## src/rtl/btn_conditioner.sv

```systemverilog
`default_nettype none
// ============================================================================
// Module   : btn_conditioner
// Brief    : Per-button two-flop sync, counter debounce and press pulse, with
//            optional held-button auto-repeat enabled by `BTN_AUTOREPEAT_EN.
// Revision : 1.0
// ============================================================================
module btn_conditioner #(
  parameter int                N_BTN           = 5,
  parameter int                DEBOUNCE_CYCLES = 1_000_000,
  parameter int                REPEAT_DELAY    = 25_000_000,
  parameter int                REPEAT_PERIOD   = 7_500_000,
  parameter logic [N_BTN-1:0]  REPEAT_MASK     = 5'b01100
) (
  input  logic             clk,
  input  logic             rst,
  input  logic [N_BTN-1:0] btn_raw,
  output logic [N_BTN-1:0] btn_pulse,
  output logic [N_BTN-1:0] btn_level
);

  localparam int               c_DW       = $clog2(DEBOUNCE_CYCLES + 1);
  localparam logic [c_DW-1:0]  c_DEB_LAST = c_DW'(DEBOUNCE_CYCLES - 1);

`ifdef BTN_AUTOREPEAT_EN
  localparam int c_RMAX = (REPEAT_DELAY > REPEAT_PERIOD) ? REPEAT_DELAY : REPEAT_PERIOD;
  localparam int               c_RW         = $clog2(c_RMAX + 1);
  localparam logic [c_RW-1:0]  c_DELAY_LAST = c_RW'(REPEAT_DELAY - 1);
  localparam logic [c_RW-1:0]  c_PERIOD_LAST = c_RW'(REPEAT_PERIOD - 1);

  typedef enum logic [1:0] {
    ST_IDLE   = 2'd0,
    ST_DELAY  = 2'd1,
    ST_REPEAT = 2'd2
  } rep_state_t;
`else
  logic w_unused_cfg;
  assign w_unused_cfg = ^{REPEAT_MASK, REPEAT_DELAY[0], REPEAT_PERIOD[0]};
`endif

  logic [N_BTN-1:0] r_s1;
  logic [N_BTN-1:0] r_s2;

  always_ff @(posedge clk) begin
    if (rst) begin
      r_s1 <= '0;
      r_s2 <= '0;
    end else begin
      r_s1 <= btn_raw;
      r_s2 <= r_s1;
    end
  end

  for (genvar i = 0; i < N_BTN; i++) begin : g_btn
    logic [c_DW-1:0] r_dcnt;
    logic            r_level;
    logic            r_pulse;
    logic            w_accept;
    logic            w_level_nxt;
    logic            w_rise;
    logic            w_rep_fire;

    // Level and pulse are registered together so the pulse lands in the
    // first cycle the new level is visible.
    assign w_accept    = (r_s2[i] != r_level) && (r_dcnt == c_DEB_LAST);
    assign w_level_nxt = w_accept ? r_s2[i] : r_level;
    assign w_rise      = w_accept & r_s2[i];

    always_ff @(posedge clk) begin
      if (rst) begin
        r_dcnt  <= '0;
        r_level <= 1'b0;
        r_pulse <= 1'b0;
      end else begin
        if ((r_s2[i] == r_level) || w_accept) begin
          r_dcnt <= '0;
        end else begin
          r_dcnt <= r_dcnt + 1'b1;
        end
        r_level <= w_level_nxt;
        r_pulse <= w_rise | w_rep_fire;
      end
    end

`ifdef BTN_AUTOREPEAT_EN
    if (REPEAT_MASK[i]) begin : g_rep
      rep_state_t      r_state;
      rep_state_t      w_state_nxt;
      logic [c_RW-1:0] r_rcnt;
      logic [c_RW-1:0] w_rcnt_nxt;
      logic            w_fire;

      always_ff @(posedge clk) begin
        if (rst) begin
          r_state <= ST_IDLE;
          r_rcnt  <= '0;
        end else begin
          r_state <= w_state_nxt;
          r_rcnt  <= w_rcnt_nxt;
        end
      end

      // Gating on the next level keeps a repeat from firing in the same
      // cycle the released level becomes visible.
      always_comb begin
        w_state_nxt = r_state;
        w_rcnt_nxt  = r_rcnt;
        w_fire      = 1'b0;
        if (w_rise) begin
          w_state_nxt = ST_DELAY;
          w_rcnt_nxt  = '0;
        end else if (!w_level_nxt) begin
          w_state_nxt = ST_IDLE;
          w_rcnt_nxt  = '0;
        end else begin
          case (r_state)
            ST_DELAY: begin
              if (r_rcnt == c_DELAY_LAST) begin
                w_fire      = 1'b1;
                w_state_nxt = ST_REPEAT;
                w_rcnt_nxt  = '0;
              end else begin
                w_rcnt_nxt = r_rcnt + 1'b1;
              end
            end
            ST_REPEAT: begin
              if (r_rcnt == c_PERIOD_LAST) begin
                w_fire     = 1'b1;
                w_rcnt_nxt = '0;
              end else begin
                w_rcnt_nxt = r_rcnt + 1'b1;
              end
            end
            default: begin
              w_state_nxt = ST_IDLE;
            end
          endcase
        end
      end

      assign w_rep_fire = w_fire;
    end else begin : g_norep
      assign w_rep_fire = 1'b0;
    end
`else
    assign w_rep_fire = 1'b0;
`endif

    assign btn_level[i] = r_level;
    assign btn_pulse[i] = r_pulse;
  end

endmodule
`default_nettype wire

```

## config.mk

```make
export PLATFORM = sky130hd
export DESIGN_NAME = btn_conditioner
export DESIGN_NICKNAME = d
export VERILOG_FILES = /design/src/rtl/btn_conditioner.sv
export SDC_FILE = /design/constraint.sdc
export NUM_CORES = 1
export LEC_CHECK = 0
export ABC_CLOCK_PERIOD_IN_PS = 2000
export CAP_MARGIN = 10
export CORE_MARGIN = 2
export CORE_UTILIZATION = 55
export CTS_BUF_LIST = sky130_fd_sc_hd__clkbuf_2 sky130_fd_sc_hd__clkbuf_4 sky130_fd_sc_hd__clkbuf_8
export CTS_CLUSTER_DIAMETER = 30
export DETAILED_ROUTE_END_ITERATION = 8
export GPL_ROUTABILITY_DRIVEN = 0
export HOLD_SLACK_MARGIN = 0.12
export PLACE_DENSITY = 0.82
export SKIP_CTS_REPAIR_TIMING = 1
export SYNTH_ARGS = -nofsm -noshare
export SYNTH_HDL_FRONTEND = slang
export SYNTH_SLANG_ARGS = --single-unit
```

## constraint.sdc

```tcl
create_clock -name clk -period 2 [get_ports clk]
set_input_delay 0.4 -clock clk [delete_from_list [all_inputs] [get_ports clk]]
set_output_delay 0.4 -clock clk [all_outputs]
set_load 0.03 [all_outputs]
```

==> images/met2.png <==
Drawn at 4 px/um.
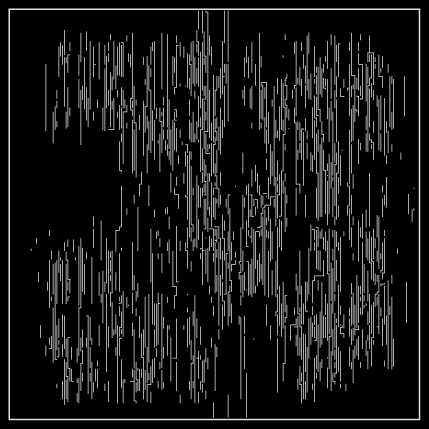
wire length on this layer	5450 um
longest straight run	29.9 um
nets with wire on the layer	598

==> images/zoom.png <==
Window x 39 to 64, y 39 to 64 um. Cells in grey, sequential cells in the stronger grey; small squares are vias.
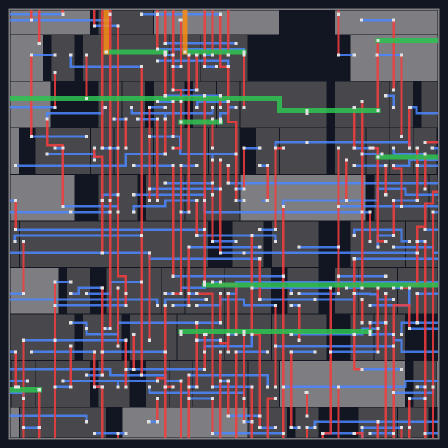
layer	colour
met1	blue
met2	red
met4	orange
met3	green
most frequent	nor2_1 (11), xnor2_1 (9), dfxtp_1 (8)
netlist names of flops here include	g_btn.r_dcnt (7), g_btn.r_level (1)
sequential cells in the window	8
cells with their middle in the window	71

==> images/registers.png <==
Drawn at 4 px/um. Other sequential cells in the stronger grey, the rest of the logic in the fainter grey.
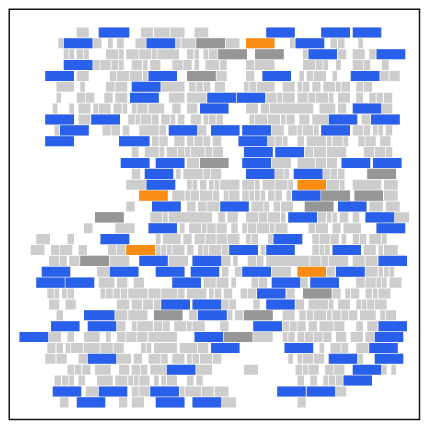
name in the netlist	colour	placed flops
r_s2	orange	5
g_btn.r_dcnt	blue	100

==> images/drive_strength.png <==
Drawn at 4 px/um.
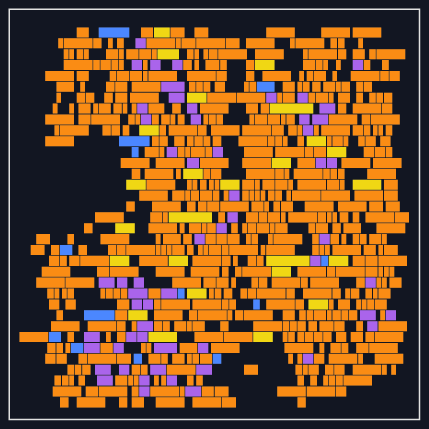
size	colour	cells	share
drive 2	blue	13	2.0%
drive 6 and up	yellow	25	3.8%
drive 1 or less	orange	566	86%
drive 3 to 4	purple	57	8.6%

==> images/final_congestion.png <==
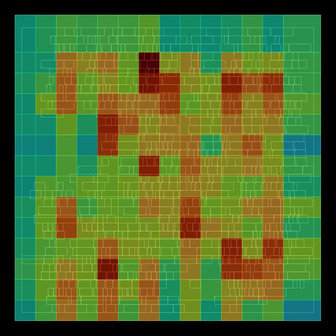
DR WL/cell: 13.5 um
grt met3 use: 6.29%
final core occ: 67.1%
busiest grt layer: met2

==> layout make-up <==
cell class / count / area [sq um] / share of cell area (%)
timing repair buffer: 55 / 489 / 7.85
clock inverter: 9 / 126 / 2.03
multi-input combinational: 437 / 2710 / 43.4
inverter: 19 / 71.3 / 1.14
clock buffer: 21 / 270 / 4.34
tap: 129 / 161 / 2.59
sequential: 120 / 2410 / 38.6
==> worst register-to-register path, delay by kind of cell (launching register included) <==
family,cells,cell delay [ps]
and+or+nand+nor,2,1100
AOI/OAI and AO/OA,2,230
buffers and inverters,1,200
DFF,1,320
==> state kept, by name (all words and copies together), names as in the netlist <==
name / cells
r_s1: 5
g_btn.r_dcnt: 100
r_s2: 5
g_btn.r_pulse: 5
g_btn.r_level: 5
==> flow_metrics.py <==
# Metrics from the implementation run
metrics = {
    "route": {
        "avgViaCountPerCell": 5.57,
        "drc": 0,
        "vias": 4404,
        "met1_length_um": 4700,
        "first_pass_iters": 4,
        "dr_wl_met2_um": 5450,
        "antenna_left": 0,
        "top_layer": "met4",
        "wl_met3_um": 358,
        "first_iter_violations": 211,
        "totalWireLength_um": 10700,
    },
    "pwr": {
        "power.group.top": "registers",
        "p_total_mw": 4.66,
        "seq-power_mw": 2.41,
        "p_leak_nw": 1.91,
        "pg_clk_mw": 2.18,
        "swShare_pct": 20.2,
        "switchingPower_mw": 0.940,
        "p_clk_share_pct": 46.7,
        "power_density_nw_per_um2": 748,
        "power.internal_mw": 3.72,
        "max-vdd-ir-drop_mv": 0.515,
        "combinationalPower_mw": 0.0739,
    },
    "logic_synthesis": {
        "ys.flops": 120,
        "ys_sh_mux_pct": 0,
        "synthFlopType": "dfxtp_1",
        "top_area_cell": "dfxtp_1",
        "yosys.stat.seqShare_pct": 45.3,
        "synth.distinct_cells": 37,
        "synthMostInstantiatedCell": "dfxtp_1",
        "synthesis.yosys.warnings": 0,
        "async_flop_share_pct": 0,
        "yosysChipArea_sq_um": 5300,
        "synth.area.top_cells": "dfxtp_1, xnor2_1, nor2_1",
        "syn_inst": 603,
        "synthesis.area_sq_um": 5300,
        "ys_sh_xor_pct": 10.2,
        "ys_sh_adder_pct": 1.18,
        "synth_area_per_cell_sq_um": 8.79,
        "synthTopCellsByCount": "dfxtp_1, nor2_1, xnor2_1",
        "simple_gate_share_pct": 30.5,
        "ys_sh_aoi_pct": 8.38,
        "top_cell_area_share_pct": 45.3,
        "fp_nets": 615,
        "ys_cells": 603,
    },
    "layout": {
        "fillCellCount": 716,
        "design_area_sq_um": 6230,
        "area_delta_synth_final_pct": 17.6,
        "drive_gt1_share_pct": 14.4,
        "fin_cells": 790,
        "layout_top_cell": "dfxtp_1",
        "final_cell_mix": "dfxtp_1, nor2_1, xnor2_1",
        "nets": 662,
    },
    "clock_tree": {
        "cts_root_buffer": "clkbuf_8",
        "h-tree-depth": 4,
        "cts_buffers": 17,
        "clock_path_buffers": 2,
        "clk_latency_ps": 420,
        "clk_pin_slew_worst_paths_ps": 70,
        "cts.sinks": 120,
    },
    "critical_path": {
        "endpoint_kind": "flip-flop",
        "r2r_start": "g_btn[2].r_dcnt[11]$_SDFF_PP0_",
        "cp_cell_sequence": "or4b_4, or4_4, o21ai_4, buf_12, a21oi_1",
        "cp_data_required_time_ps": 2300,
        "timing.rr.end": "g_btn[2].r_dcnt[17]$_SDFF_PP0_",
        "worstSetupPathType": "flip-flop to flip-flop",
        "crit_family": "simple AND/OR/NAND/NOR gates",
        "cp_num_buf_inv": 1,
        "worst-r2r-cell-count": 5,
        "rrSetupSlack_ps": 40,
        "worstPathArrival_ps": 2260,
        "critical_path_cell_count": 5,
        "startpoint": "g_btn[2].r_dcnt[11]$_SDFF_PP0_",
        "cp_max_fo": 15,
        "endpoint": "g_btn[2].r_dcnt[17]$_SDFF_PP0_",
    },
    "grt": {
        "grt_pass1_wl_um": 17800,
        "grt_pass1_vias": 4216,
        "met1_usage_pct": 23.5,
        "grt_overflow": 0,
        "met2_usage_pct": 38.8,
        "antenna_found_initial": 0,
    },
    "min_path": {
        "hold_path_end": "r_s2[2]$_SDFF_PP0_",
        "hold_depth": 1,
        "holdCritPathClass": "flip-flop to flip-flop",
        "hold_start": "r_s1[2]$_SDFF_PP0_",
    },
    "sta": {
        "fmax_mhz": 509,
        "maxSlewViolCount": 0,
        "slew_headroom_pct": 70.7,
        "final.period_utilization_pct": 98.2,
        "clock_skew_ps": 12.7,
        "whs_ps": 441,
        "layout_min_cycle_time_ps": 1960,
        "rsz0062_at_grt": "yes",
    },
    "die": {
        "fp-row-count": 35,
        "io_pins": 17,
        "fp.dieH_um": 102,
        "core_area_sq_um": 9280,
        "fp_util_pct": 57.1,
        "chip_area_sq_um": 10400,
        "die_w_um": 102,
    },
    "place": {
        "hpwlAfterDp_um": 7330,
        "place_ws_ps": -45.9,
        "post_dp_cell_area_sq_um": 5770,
        "io_buffers": 16,
    },
    "job": {
        "max_cap_violations": 0,
        "openroad.warnings": 28,
    },
    "run_status": {
        "status": "finished clean",
    },
}
Power is estimated from default activity; no workload was simulated.
